$ cat src/rtl/fetch_unit.sv
// Instruction fetch stage: holds the PC, issues one read per instruction,
// latches the returned word and presents decoded fields with valid/ready.
// HALT stops fetching; undefined opcodes issue as NOP and set a sticky flag.
module fetch_unit #(
    parameter int unsigned ADDR_W   = 8,
    parameter int unsigned DATA_W   = 16,
    parameter int unsigned RESET_PC = 0
) (
    input  logic              clk,
    input  logic              reset,
    input  logic              start,
    output logic              imem_req,
    output logic [ADDR_W-1:0] imem_addr,
    input  logic [31:0]       imem_rdata,
    input  logic              imem_valid,
    output logic              instr_valid,
    input  logic              instr_ready,
    output logic [3:0]        opcode,
    output logic [3:0]        rs,
    output logic [3:0]        rt,
    output logic [3:0]        rd,
    output logic [DATA_W-1:0] imm,
    output logic [ADDR_W-1:0] pc,
    output logic              halted,
    output logic              illegal_op
);

    localparam logic [3:0] OpHalt = 4'b1011;

    typedef enum logic [2:0] {
        StIdle,
        StFetch,
        StWait,
        StIssue,
        StHalted
    } state_e;

    state_e            state_q;
    logic [ADDR_W-1:0] pc_q;
    logic [31:0]       ir_q;
    logic              imem_req_q;
    logic              instr_valid_q;
    logic              halted_q;
    logic              illegal_q;

    function automatic logic is_legal(input logic [3:0] op);
        case (op)
            4'b0000, 4'b0001, 4'b1001, 4'b0010, 4'b0011,
            4'b0100, 4'b1110, 4'b1111, 4'b1011: is_legal = 1'b1;
            default:                            is_legal = 1'b0;
        endcase
    endfunction

    // Fetch sequencer; all handshake outputs are registered alongside the state.
    always_ff @(posedge clk or posedge reset) begin
        if (reset) begin
            state_q       <= StIdle;
            pc_q          <= ADDR_W'(RESET_PC);
            ir_q          <= '0;
            imem_req_q    <= 1'b0;
            instr_valid_q <= 1'b0;
            halted_q      <= 1'b0;
            illegal_q     <= 1'b0;
        end else begin
            unique case (state_q)
                StIdle: begin
                    if (start) begin
                        state_q    <= StFetch;
                        imem_req_q <= 1'b1;
                    end
                end
                StFetch: begin
                    // Strobe lasts exactly one cycle.
                    imem_req_q <= 1'b0;
                    state_q    <= StWait;
                end
                StWait: begin
                    if (imem_valid) begin
                        ir_q          <= imem_rdata;
                        instr_valid_q <= 1'b1;
                        state_q       <= StIssue;
                        // Set on entry so the flag is visible in the first ISSUE cycle.
                        if (!is_legal(imem_rdata[31:28])) begin
                            illegal_q <= 1'b1;
                        end
                    end
                end
                StIssue: begin
                    if (instr_ready) begin
                        instr_valid_q <= 1'b0;
                        if (ir_q[31:28] == OpHalt) begin
                            halted_q <= 1'b1;
                            state_q  <= StHalted;
                        end else begin
                            pc_q       <= pc_q + ADDR_W'(1);
                            imem_req_q <= 1'b1;
                            state_q    <= StFetch;
                        end
                    end
                end
                StHalted: begin
                    // Only reset leaves this state.
                end
                default: begin
                    state_q <= StIdle;
                end
            endcase
        end
    end

    // Field decode straight from IR so it stays stable while ISSUE is stalled.
    always_comb begin
        opcode = is_legal(ir_q[31:28]) ? ir_q[31:28] : 4'b0000;
        rs     = ir_q[27:24];
        rt     = ir_q[23:20];
        rd     = ir_q[19:16];
        imm    = DATA_W'($signed(ir_q[15:0]));
    end

    assign imem_req    = imem_req_q;
    assign imem_addr   = pc_q;
    assign pc          = pc_q;
    assign instr_valid = instr_valid_q;
    assign halted      = halted_q;
    assign illegal_op  = illegal_q;

endmodule

$ cat config.mk
export PLATFORM = sky130hd
export DESIGN_NAME = fetch_unit
export DESIGN_NICKNAME = d
export VERILOG_FILES = /design/src/rtl/fetch_unit.sv
export SDC_FILE = /design/constraint.sdc
export NUM_CORES = 1
export LEC_CHECK = 0
export CORE_UTILIZATION = 47
export DETAILED_ROUTE_END_ITERATION = 16
export GPL_ROUTABILITY_DRIVEN = 0
export PLACE_DENSITY = 0.85
export SYNTH_ARGS = -nofsm -noshare
export SYNTH_HDL_FRONTEND = slang
export SYNTH_SLANG_ARGS = --single-unit
export TNS_END_PERCENT = 50
$ cat constraint.sdc
create_clock -name clk -period 3.7 [get_ports clk]
set_clock_uncertainty 0.1 [all_clocks]
set_input_delay 0.74 -clock clk [delete_from_list [all_inputs] [get_ports clk]]
set_output_delay 0.74 -clock clk [all_outputs]
set_load 0.05 [all_outputs]
==> run notes, run 1 <==
impl run done, here's what came out: status=finished with violations, Die Span Y=72.05 microns, Logic family by area=multiplexers, remaining routing DRC violations=2, P&R area growth vs syn=33.75%, CP endpoint=opcode[2], failing checks=DRC, first-pass detailed-route iteration total=10, Ys Warns=0, Critical R2R Capture=ir_q[0], hold path start=illegal_op, #FFs+latches synth=around 47, hold-fix buffers at CTS=0, setup TNS=0 ns, Yosys Chip Area=0.002306 sq mm, root buf cell=clkbuf_8, CTS sink count=47, initial antenna violation count=0
## run 1: final cells by class
cell class | count | area, sq um
timing repair buffer | 89 | 888.4
multi-input combinational | 93 | 795.8
inverter | 6 | 22.52
sequential | 47 | 1176
clock buffer | 6 | 82.58
fill | 390 | 1639
tap | 67 | 83.83
clock inverter | 2 | 35.03
## run 1: cells in the final DEF, fill, tap and decap left out, types with 2 or more instances in the layout
cell type | netlist | routed
nor2_1 | 5 | 5
nor3_1 | 6 | 6
o22a_1 | 2 | 2
nand2_1 | 10 | 10
inv_1 | 6 | 5
o21ai_0 | 3 | 3
xnor2_1 | 3 | 3
mux2_1 | 28 | 28
mux2i_1 | 2 | 2
mux2_2 | 3 | 3
xor2_1 | 4 | 4
clkdlybuf4s50_1 | 0 | 88
a31oi_1 | 3 | 3
dfrtp_1 | 47 | 47
clkbuf_8 | 0 | 6
a21oi_1 | 4 | 4
nand3_1 | 2 | 2
a21o_1 | 2 | 2
## run 1: per-layer routing
layer	vias to the layer above	global-route usage	part of all wire
li1	715	-	-
met2	58	0.2788	0.48
met4	0	0.05229	0.019
met1	709	0.1857	0.43
met5	-	0	0
met3	8	0.05417	0.073
## run 1: worst max-delay path: stages, from the launching register on
cell and delay [ns]:
dfrtp_1 0.45, or3_1 0.36, a21oi_1 0.15, clkdlybuf4s50_1 0.82
## run 1: metrics by stage
stage | hold WS [ns] | utilization
after detailed placement | 0.3537 | 0.6281
final | 0.3719 | 0.6530
after global routing | 0.3790 | 0.6530
after floorplan | 0.3594 | -
after CTS | 0.3744 | 0.6530
after global placement | 0.3517 | 0.6281
Run 1, routing congestion map:
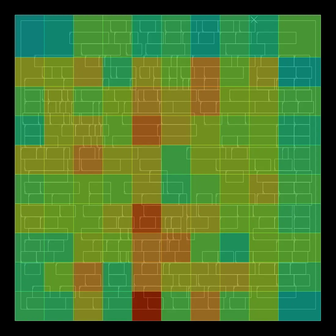
global-route met1 utilization: 0.1857
Final Util: 0.6530

Run 1, cells coloured by class:
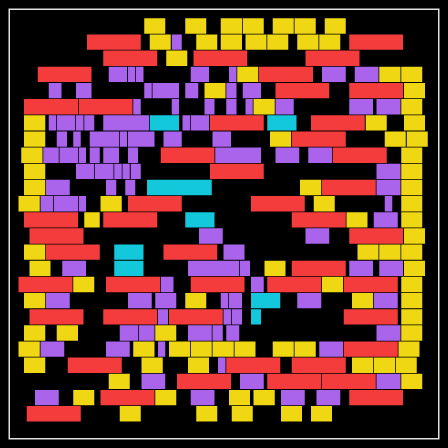
Key: cyan = clock drivers and dummy loads [cells 8]; red = sequential cells [cells 47]; yellow = remaining buffers and delay cells [cells 89]; purple = remaining logic cells [cells 99]
Seq/total area: 0.3813
Core Box Area: 0.004723 sq mm

Run 1, wires at chosen ports, followed through buffers:
Scale bar: 20 microns.
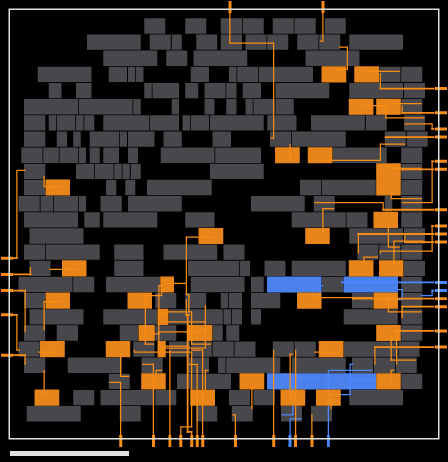
Key: orange = imem_rdata [direction input, end cells 35, buffers 32, wire 644 microns]; blue = rs [direction output, end cells 4, buffers 4, wire 77.3 microns]

==> run 2: changes to the inputs <==
--- a/config.mk
+++ b/config.mk
@@ -5,10 +5,10 @@
 export SDC_FILE = /design/constraint.sdc
 export NUM_CORES = 1
 export LEC_CHECK = 0
-export CORE_UTILIZATION = 47
+export CORE_UTILIZATION = 39
 export DETAILED_ROUTE_END_ITERATION = 16
 export GPL_ROUTABILITY_DRIVEN = 0
-export PLACE_DENSITY = 0.85
+export PLACE_DENSITY = 0.75
 export SYNTH_ARGS = -nofsm -noshare
 export SYNTH_HDL_FRONTEND = slang
 export SYNTH_SLANG_ARGS = --single-unit
==> constraint.sdc (replaced) <==
create_clock -name clk -period 2.64 [get_ports clk]
set_clock_uncertainty 0.1 [all_clocks]
set_input_delay 0.528 -clock clk [delete_from_list [all_inputs] [get_ports clk]]
set_output_delay 0.528 -clock clk [all_outputs]
set_load 0.05 [all_outputs]
==> run 2 against run 1 <==
  * The flow now finishes without violations
  * Sequential share of layout area shrank 0.41 points
  * Setup slack worse by 0.62 ns
  * Global-route usage decreased by 2.1 points
  * Register-to-register slack got worse by 0.93 ns
  * Critical endpoint is now opcode[0]
  * Area after synthesis is the same
  * Cell count up 2.3%
  * Largest cell class unchanged
  * Routed wire length increased by 3.3%
  * Hold slack improved by 0.015 ns
  * Critical path type unchanged
  * Core utilization decreased by 9.7 points
==> run notes, run 2 <==
impl run done, here's what came out: Yosys Chip Area=0.002306 sq mm (unchanged), Met1 Wirelength=1.786 mm (+6.3%), most numerous logic cells after layout=clkdlybuf4s50_1, dfrtp_1, mux2_1, nand2_1, status=finished, final reports clean, Die Span Y=78.90 microns (+9.5%), most numerous logic cell after layout=clkdlybuf4s50_1, Critical R2R Capture=ir_q[12], CTS sink count=47 (unchanged), setup TNS=0 ns (unchanged), hold-fix buffers at CTS=0 (unchanged), met2 WL=1.903 mm (+2.4%), #FFs+latches synth=47 (unchanged), slowest stage cell on the critical path=clkdlybuf4s50_1, root buf cell=clkbuf_8, Ys Warns=0 (unchanged), Core Box Area=0.005608 sq mm (+19%), DR WL met3=298 microns (+4.2%), critical path's largest stage delay=0.82 ns (about the same), critical path, cell by cell=nand2_1, a21oi_1, clkdlybuf4s50_1, remaining routing DRC violations=0 (-2), max layer used=met4
-- run 2: critical path, delay by kind of cell, from the launching register on --
kind	cells	cell delay, ns
AND-OR/OR-AND	1	0.16
buffers and inverters	1	0.82
flip-flops	1	0.47
AND/OR/NAND/NOR	1	0.10
-- run 2: worst max-delay path by stage --
stage	from	slack, ns	to	depth (start not counted)
5_1_grt	ir_q[31]	0.07	opcode[0]	3
3_3_place_gp	ir_q[30]	0.44	opcode[1]	4
3_5_place_dp	ir_q[30]	0.43	opcode[1]	4
4_1_cts	ir_q[30]	0.09	opcode[1]	4
6_report	ir_q[31]	0.17	opcode[0]	3
2_1_floorplan	ir_q[28]	0.47	opcode[2]	2
-- run 2: per-stage QoR --
stage / util / hold slack [ns]
floorplan: - / 0.3594
global placement: 0.5346 / 0.3502
detailed placement: 0.5346 / 0.3544
CTS: 0.5556 / 0.3887
global route: 0.5560 / 0.4072
finish: 0.5560 / 0.3864
-- run 2: cell type report --
class                           instances  area [sq um]
Fill cell                             506          2490
Sequential cell                        47          1176
Inverter                                6         22.52
Timing Repair Buffer                   91         915.9
Clock buffer                            6         82.58
Tap cell                               72         90.09
Multi-Input combinational cell         93         795.8
Clock inverter                          2         35.03
-- run 2: kinds of logic after synthesis --
group,Yosys count,synth area share
compound gates,16,0.04504
xor+xnor,7,0.02659
fa+ha+maj,1,0.005425
buf+inv,46,0.1449
flops,47,0.5100
mux,33,0.1601
simple gates,36,0.1080
Run 2, cells coloured by class:
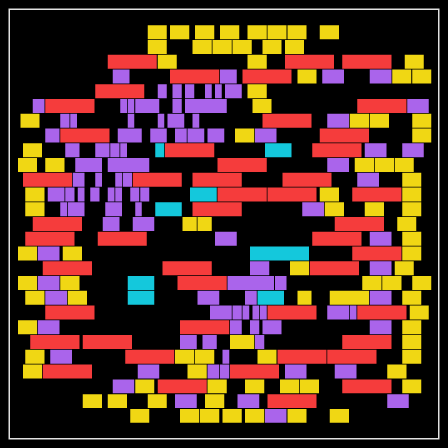
Key: red = sequential cells [cells 47]; yellow = remaining buffers and delay cells [cells 91]; purple = remaining logic cells [cells 99]; cyan = clock drivers and dummy loads [cells 8]
Final Util: 0.5560
Seq/total area: 0.3772
cell area after layout: 0.003118 sq mm

Run 2, routing congestion map:
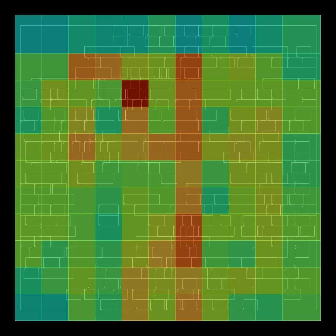
Routed WL per cell: 12.71 microns
global-route met1 utilization: 0.1782
M3 GR Usage: 0.03218

